$ cat src/rtl/gen_consumer_if.sv
// Bundle of the command, generator-facing and downstream signals of gen_consumer.
//
// Handshake rules: a transfer happens on a rising clock edge where both
// valid and ready are high. gen_valid/gen_output/gen_done are offered by the
// generator and may change only after a transfer or while gen_ready is low.
// out_valid/out_data stay stable until out_ready takes them. gen_done only
// counts on an edge where gen_ready is high.
interface gen_consumer_if #(
    parameter int WIDTH = 32
);
    logic                    cmd_start;
    logic signed [WIDTH-1:0] cmd_arg;
    logic                    cmd_busy;
    logic                    gen_start;
    logic signed [WIDTH-1:0] gen_arg;
    logic                    gen_ready;
    logic                    gen_valid;
    logic signed [WIDTH-1:0] gen_output;
    logic                    gen_done;
    logic                    out_valid;
    logic signed [WIDTH-1:0] out_data;
    logic                    out_ready;
    logic [15:0]             run_count;
    logic                    run_done;
    logic [1:0]              dbg_state;

    // Environment side: issues commands, plays the generator, consumes output.
    modport master (
        output cmd_start, cmd_arg, gen_valid, gen_output, gen_done, out_ready,
        input  cmd_busy, gen_start, gen_arg, gen_ready, out_valid, out_data,
               run_count, run_done, dbg_state
    );

    // Consumer side.
    modport slave (
        input  cmd_start, cmd_arg, gen_valid, gen_output, gen_done, out_ready,
        output cmd_busy, gen_start, gen_arg, gen_ready, out_valid, out_data,
               run_count, run_done, dbg_state
    );
endinterface

$ cat src/rtl/gen_consumer.sv
// Generator consumer: starts one generator run per command, buffers the
// yielded values in a small FIFO and reports when the run has fully drained.
module gen_consumer #(
    parameter int DEPTH = 4,
    parameter int WIDTH = 32
) (
    input logic           __clock,
    input logic           __reset,
    gen_consumer_if.slave bus
);
    localparam int AW = $clog2(DEPTH);
    localparam int CW = $clog2(DEPTH) + 1;

    typedef enum logic [1:0] {
        IDLE  = 2'd0,
        START = 2'd1,
        RUN   = 2'd2,
        DRAIN = 2'd3
    } state_t;

    state_t                  state;
    logic signed [WIDTH-1:0] arg_q;
    logic [15:0]             run_count_q;

    logic signed [WIDTH-1:0] mem [DEPTH];
    logic [AW-1:0]           wr_ptr;
    logic [AW-1:0]           rd_ptr;
    logic [CW-1:0]           count;

    logic full;
    logic empty;
    logic push;
    logic pop;

    assign full  = (count == CW'(DEPTH));
    assign empty = (count == '0);

    // Backpressure is only released while a run is active and there is room.
    assign bus.gen_ready = (state == RUN) && !full;
    assign push          = bus.gen_valid && bus.gen_ready;
    assign pop           = bus.out_valid && bus.out_ready;

    assign bus.cmd_busy  = (state != IDLE);
    assign bus.gen_start = (state == START);
    assign bus.gen_arg   = arg_q;
    assign bus.run_count = run_count_q;
    assign bus.dbg_state = state;
    // Done is decoded in the DRAIN cycle that sees an empty FIFO, so a run
    // that ends with nothing buffered pulses in its first DRAIN cycle.
    assign bus.run_done  = (state == DRAIN) && empty;

    assign bus.out_valid = !empty;
    assign bus.out_data  = empty ? '0 : mem[rd_ptr];

    // Run sequencing, argument latch and yield counter.
    always_ff @(posedge __clock or posedge __reset) begin
        if (__reset) begin
            state       <= IDLE;
            arg_q       <= '0;
            run_count_q <= '0;
        end else begin
            if (push && (run_count_q != 16'hFFFF)) begin
                run_count_q <= run_count_q + 16'd1;
            end
            case (state)
                IDLE: begin
                    if (bus.cmd_start) begin
                        arg_q       <= bus.cmd_arg;
                        run_count_q <= '0;
                        state       <= START;
                    end
                end
                START: begin
                    state <= RUN;
                end
                RUN: begin
                    // A done offered together with a value still lets the
                    // value be pushed above on the same edge.
                    if (bus.gen_done && bus.gen_ready) begin
                        state <= DRAIN;
                    end
                end
                DRAIN: begin
                    if (empty) begin
                        state <= IDLE;
                    end
                end
                default: state <= IDLE;
            endcase
        end
    end

    // FIFO pointers and occupancy; pointers wrap naturally as DEPTH is a power of two.
    always_ff @(posedge __clock or posedge __reset) begin
        if (__reset) begin
            wr_ptr <= '0;
            rd_ptr <= '0;
            count  <= '0;
        end else begin
            if (push) begin
                wr_ptr <= wr_ptr + AW'(1);
            end
            if (pop) begin
                rd_ptr <= rd_ptr + AW'(1);
            end
            case ({push, pop})
                2'b10:   count <= count + CW'(1);
                2'b01:   count <= count - CW'(1);
                default: count <= count;
            endcase
        end
    end

    // FIFO storage; stale entries are never visible because out_data is masked when empty.
    always_ff @(posedge __clock) begin
        if (push) begin
            mem[wr_ptr] <= bus.gen_output;
        end
    end
endmodule

$ cat src/flat_wrapper.sv
// flat-port wrapper written by rule: the top's interface ports become plain ports
module gen_consumer_flat 
#(
    parameter int DEPTH = 4,
    parameter int WIDTH = 32
)
  (__clock, __reset, bus_cmd_start, bus_cmd_arg, bus_gen_valid, bus_gen_output, bus_gen_done, bus_out_ready, bus_cmd_busy, bus_gen_start, bus_gen_arg, bus_gen_ready, bus_out_valid, bus_out_data, bus_run_count, bus_run_done, bus_dbg_state);
  gen_consumer_if #(.WIDTH(WIDTH)) bus_i ();
  input logic __clock;
  input logic __reset;
  input wire logic [$bits(bus_i.cmd_start)-1:0] bus_cmd_start;
  input wire logic [$bits(bus_i.cmd_arg)-1:0] bus_cmd_arg;
  input wire logic [$bits(bus_i.gen_valid)-1:0] bus_gen_valid;
  input wire logic [$bits(bus_i.gen_output)-1:0] bus_gen_output;
  input wire logic [$bits(bus_i.gen_done)-1:0] bus_gen_done;
  input wire logic [$bits(bus_i.out_ready)-1:0] bus_out_ready;
  output wire logic [$bits(bus_i.cmd_busy)-1:0] bus_cmd_busy;
  output wire logic [$bits(bus_i.gen_start)-1:0] bus_gen_start;
  output wire logic [$bits(bus_i.gen_arg)-1:0] bus_gen_arg;
  output wire logic [$bits(bus_i.gen_ready)-1:0] bus_gen_ready;
  output wire logic [$bits(bus_i.out_valid)-1:0] bus_out_valid;
  output wire logic [$bits(bus_i.out_data)-1:0] bus_out_data;
  output wire logic [$bits(bus_i.run_count)-1:0] bus_run_count;
  output wire logic [$bits(bus_i.run_done)-1:0] bus_run_done;
  output wire logic [$bits(bus_i.dbg_state)-1:0] bus_dbg_state;
  assign bus_i.cmd_start = bus_cmd_start;
  assign bus_i.cmd_arg = bus_cmd_arg;
  assign bus_i.gen_valid = bus_gen_valid;
  assign bus_i.gen_output = bus_gen_output;
  assign bus_i.gen_done = bus_gen_done;
  assign bus_i.out_ready = bus_out_ready;
  assign bus_cmd_busy = bus_i.cmd_busy;
  assign bus_gen_start = bus_i.gen_start;
  assign bus_gen_arg = bus_i.gen_arg;
  assign bus_gen_ready = bus_i.gen_ready;
  assign bus_out_valid = bus_i.out_valid;
  assign bus_out_data = bus_i.out_data;
  assign bus_run_count = bus_i.run_count;
  assign bus_run_done = bus_i.run_done;
  assign bus_dbg_state = bus_i.dbg_state;
  gen_consumer #(.DEPTH(DEPTH), .WIDTH(WIDTH)) u_core (.__clock(__clock), .__reset(__reset), .bus(bus_i));
endmodule
$ cat config.mk
export PLATFORM = sky130hd
export DESIGN_NAME = gen_consumer_flat
export DESIGN_NICKNAME = d
export VERILOG_FILES = /design/src/rtl/gen_consumer_if.sv /design/src/rtl/gen_consumer.sv /design/src/flat_wrapper.sv
export SDC_FILE = /design/constraint.sdc
export NUM_CORES = 1
export LEC_CHECK = 0
export CAP_MARGIN = 5
export CORE_MARGIN = 2
export CORE_UTILIZATION = 45
export CTS_CLUSTER_SIZE = 30
export DETAILED_ROUTE_END_ITERATION = 10
export HOLD_SLACK_MARGIN = 0.15
export PLACE_DENSITY = 0.75
export SLEW_MARGIN = 20
export SYNTH_ARGS = -nofsm -noshare
export SYNTH_HDL_FRONTEND = slang
export SYNTH_SLANG_ARGS = --single-unit
$ cat constraint.sdc
create_clock -name __clock -period 6.3 [get_ports __clock]
set_input_delay 1.26 -clock __clock [delete_from_list [all_inputs] [get_ports __clock]]
set_output_delay 1.26 -clock __clock [all_outputs]
set_load 0.02 [all_outputs]
Signal metal coverage by tile:
The bar under the picture is 50 um long. 27 x 27 tiles, from dark blue (low) to red (high), scaled to the fullest tile. Values are wire area over tile area, all layers added.
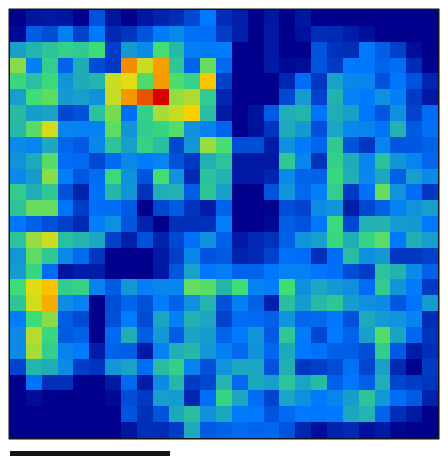
7.3% of the tiles are over half the peak. The fullest tile reaches 0.56. The densest ninth of the die: upper left.
DR WL/cell: 17.39 um
GR Util All Layers: 18.32%
Post-Route WL: 15.48 mm
via count: 4692

Register map, names as in the netlist:
The bar under the picture is 50 um long. Other sequential cells in the stronger grey, the rest of the logic in the fainter grey.
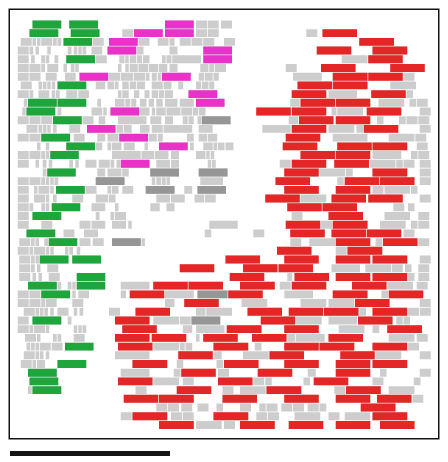
Green shows `u_core.bus.gen_arg`, sequential cells 32, where a column on the left. Magenta shows `u_core.bus.run_count`, sequential cells 16. Red shows `u_core.mem`, sequential cells 128.
Final Util: 60.05%
Power Sequential: 0.00166 W
Seq area share: 53.12%

Placement by cell class:
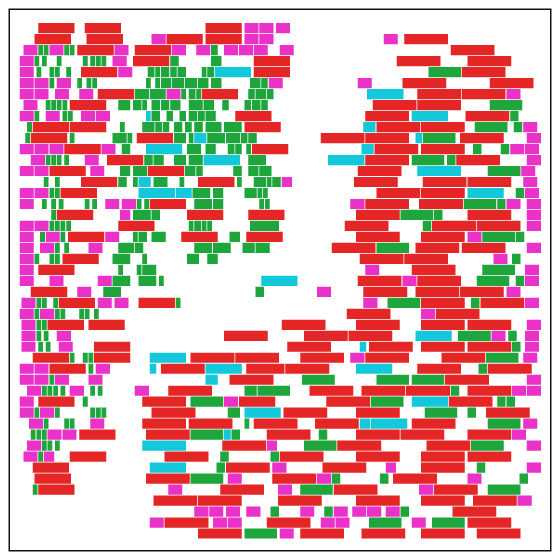
Green shows remaining logic cells, cells 293. Cyan shows clock drivers and dummy loads, cells 31. Red shows sequential cells, cells 185. Magenta shows remaining buffers and delay cells, cells 161.
CORE AREA: 0.01652 mm2
row cnt: 47
Post-Layout Inst Area: 0.009923 mm2

-- report_power, final --
part           switching, W  internal, W  leakage [nW]
Combinational      0.000893     0.000875          1.55
Sequential         0.000134      0.00152          1.88
Clock              0.000453     0.000586         0.283
Total               0.00148      0.00298          3.72
-- critical path: cells and delay by family, from the launching register on --
kind / cells / cell delay [ns]
buf+inv: 2 / 1.00
flops: 1 / 0.63
mux: 1 / 0.56
simple gates: 1 / 0.19
-- routing by layer --
layer / track usage (%) / part of all wire (%)
met3: 5.784 / 6.8
met1: 23.15 / 42
met4: 6.560 / 1.3
met5: 0 / 0
met2: 29.94 / 50
-- synth_stat cells (3+ instances only) --
master	number	area, um2
a21oi_1	8	40.04
and2_1	38	237.7
and4_1	4	35.03
buf_2	3	15.01
clkbuf_1	16	60.06
dfrtp_1	57	1426
edfxtp_1	128	3844
ha_1	11	137.6
inv_1	14	52.55
mux2i_1	4	40.04
mux4_2	32	720.7
nand2_1	110	412.9
nand3_1	5	25.02
nand4_1	7	43.79
nor2_1	5	18.77
nor3_1	3	15.01
nor4_1	3	18.77
o21ai_0	6	30.03
o31ai_1	3	22.52
or4_1	3	22.52
xnor2_1	3	26.28
xor2_1	3	26.28
-- how the worst max path moves through the flow --
| stage | from | endpoint | slack [ns] | cells past startpoint |
|---|---|---|---|---|
| 6_report | u_core.rd_ptr[0] | bus_out_data[1] | 2.20 | 4 |
| 4_1_cts | u_core.rd_ptr[0] | bus_out_data[1] | 2.14 | 4 |
| 2_1_floorplan | u_core.rd_ptr[0] | bus_out_data[10] | 3.35 | 4 |
| 3_5_place_dp | u_core.rd_ptr[0] | bus_out_data[1] | 2.61 | 4 |
| 3_3_place_gp | u_core.rd_ptr[0] | bus_out_data[31] | 2.65 | 4 |
| 5_1_grt | u_core.rd_ptr[0] | bus_out_data[8] | 2.04 | 4 |
-- through the flow --
stage	hold WS, ns	total power (W)	setup slack [ns]	std cells
2_1_floorplan	0.4626	0.002704	3.351	500
3_3_place_gp	0.4582	0.003427	2.649	859
3_5_place_dp	0.4644	0.003469	2.609	859
4_1_cts	0.4812	0.004513	2.137	890
5_1_grt	0.5019	0.004700	2.037	890
6_report	0.4792	0.004464	2.204	890
-- cell families (layout without fill, tap and decap cells) --
family	Yosys count	after routing
flops	185	185
xor+xnor	6	6
fa+ha+maj	12	12
compound gates	30	30
mux	37	37
simple gates	194	194
buf+inv	36	206
-- sequential cells by signal, indices dropped and copies added, names as in the netlist --
name,cells
u_core.bus.dbg_state,2
u_core.mem,128
u_core.bus.gen_arg,32
u_core.wr_ptr,2
u_core.count,3
u_core.rd_ptr,2
u_core.bus.run_count,16
-- area by class of cell --
| class | instances | share of cell area (%) |
|---|---|---|
| clock buffer | 17 | 4.287 |
| clock inverter | 14 | 1.475 |
| inverter | 14 | 0.5296 |
| multi-input combinational | 279 | 21.70 |
| sequential | 185 | 53.12 |
| tap | 220 | 2.774 |
| timing repair buffer | 161 | 16.11 |
==> deck_impl_summary.md <==
Run Summary

Logic synthesis
  – Mapped Nets: 582
  – Yosys stat area: 0.007571 mm2
  – Post-Syn Area: 0.007571 mm2
  – Mux frac, synth: 10.20%
  – Synth Area in XOR/XNOR: less than 1%
  – Post-synth EDFFs: roughly 130
  – Synth warn: 0
  – Yosys cell count: 500
  – Adder Area Share: 2.082%
  – Ys flop type: edfxtp_1
  – Top logic family: simple AND/OR/NAND/NOR gates
  – Post-Syn Instances: 500
  – Basic Gates by Area: 12.68%
  – Registers, synthesis: 185
  – Post-synth ARST share: 30.81%
  – Distinct lib cells: 49
  – Syn_area_per_cell: 15.14 um2
  – Compound-Gate Fraction of Synth Area: 2.694%
  – Register area share after synthesis: between 60% and 70%

Global route
  – First-pass GRT wire length: approximately 25 mm
  – Largest net degree at the start of global routing: 58
  – Vias in the first global route: 4804
  – Initial antenna violation count: 0
  – Total congestion overflow: 0

Placement
  – GPL Wtd Cong: 0.7989
  – Post-DP HPWL: 10.13 mm
  – Placed cell areas: 0.009351 mm2
  – Port bufs: approximately 160

Worst setup path
  – Endpoint of the worst register-to-register path: u_core.count[2]
  – Crit path largest cell delay: 0.63 ns
  – Critical R2R Launch: u_core.count[0]
  – Worst-case reg-to-reg path depth: 9
  – Crit path launch type: flip-flop
  – Sequence of cells on the critical path: buf_4, mux4_2, and2_1, clkdlybuf4s50_1
  – Arr. time, crit path: 2.84 ns
  – Crit path max fanout: 22
  – Worst EP required: 5.04 ns
  – CP max-delay cell: dfrtp_2
  – Crit Path Class: reg2out
  – Reg2Reg Setup Slack: 3.68 ns
  – CP Capture Type: output port

Pwr
  – Leak Pwr: 3.718 nW
  – P per Cell Area: 449.8 mW/mm2
  – VDD IR max: 238.6 uV

Status
  – Status: complete, no violations

Finish
  – Most common logic cell in the routed design: clkdlybuf4s50_1
  – Logic area: 0.002153 mm2
  – Layout cell share with drive strength beyond 1: 12.69%
  – Fillers: approximately 1200
  – Most common logic cells in the final layout: clkdlybuf4s50_1, edfxtp_1, nand2_1
  – Nets: between 700 and 800
  – FF+latch area: around 0.0053 mm2
  – N_diodes: 0
  – P&R area growth vs syn: 31.07%

CTS
  – Root buf cell: clkbuf_16
  – H-tree Lvls: 4
  – Sinks on the clock net: 185
  – Clk ins delay skew pair: 0.43 ns
  – Hold-fix buffers at CTS: 0
  – Clock slew at reported path FFs: ~0.070 ns
  – CTS buffer count: 17
  – CTS Buffer Depth: 2
  – Postcts setup bufs: 0
  – CTS tree: built
  – Post-CTS sizing: 0

Final timing
  – Final Hold Fails: 0
  – Slew Viols, Final: 0
  – RSZ-0062 raised after global routing: false
  – Crit path time final: 4.096 ns
  – Skew final: 0.009131 ns
  – Rel. slew slack: between 30% and 40%
  – Setup TNS Final: 0 ns
  – Setup violations, final: 0
  – Worst Max-Slew Pin Slew: about 0.92 ns
  – Period Utilization, post-route: 65.02%
  – Max Clock Freq: 244.1 MHz

Flow run
  – Tool warnings: 33
  – Max cap viols: 0

Hold path
  – Hold Startpoint: u_core.bus.gen_arg[7]
  – HP Class: reg2reg
  – WHS Path Cells: 2
  – Min-Delay Endpoint: u_core.bus.gen_arg[7]

Floorplan
  – Pre-Place Util: 45.82%
  – Die Wd: 133.7 um
  – Die area: 0.01788 mm2
  – Ports: 157
  – Die H: about 130 um

Drt
  – DRC: 0
  – DR pass1 iterations: 6
  – Antenna viol nets, final: 0
  – Via density: roughly 5.3
  – DRT iter0 DRCs: 378
Power is estimated from default activity; no workload was simulated.
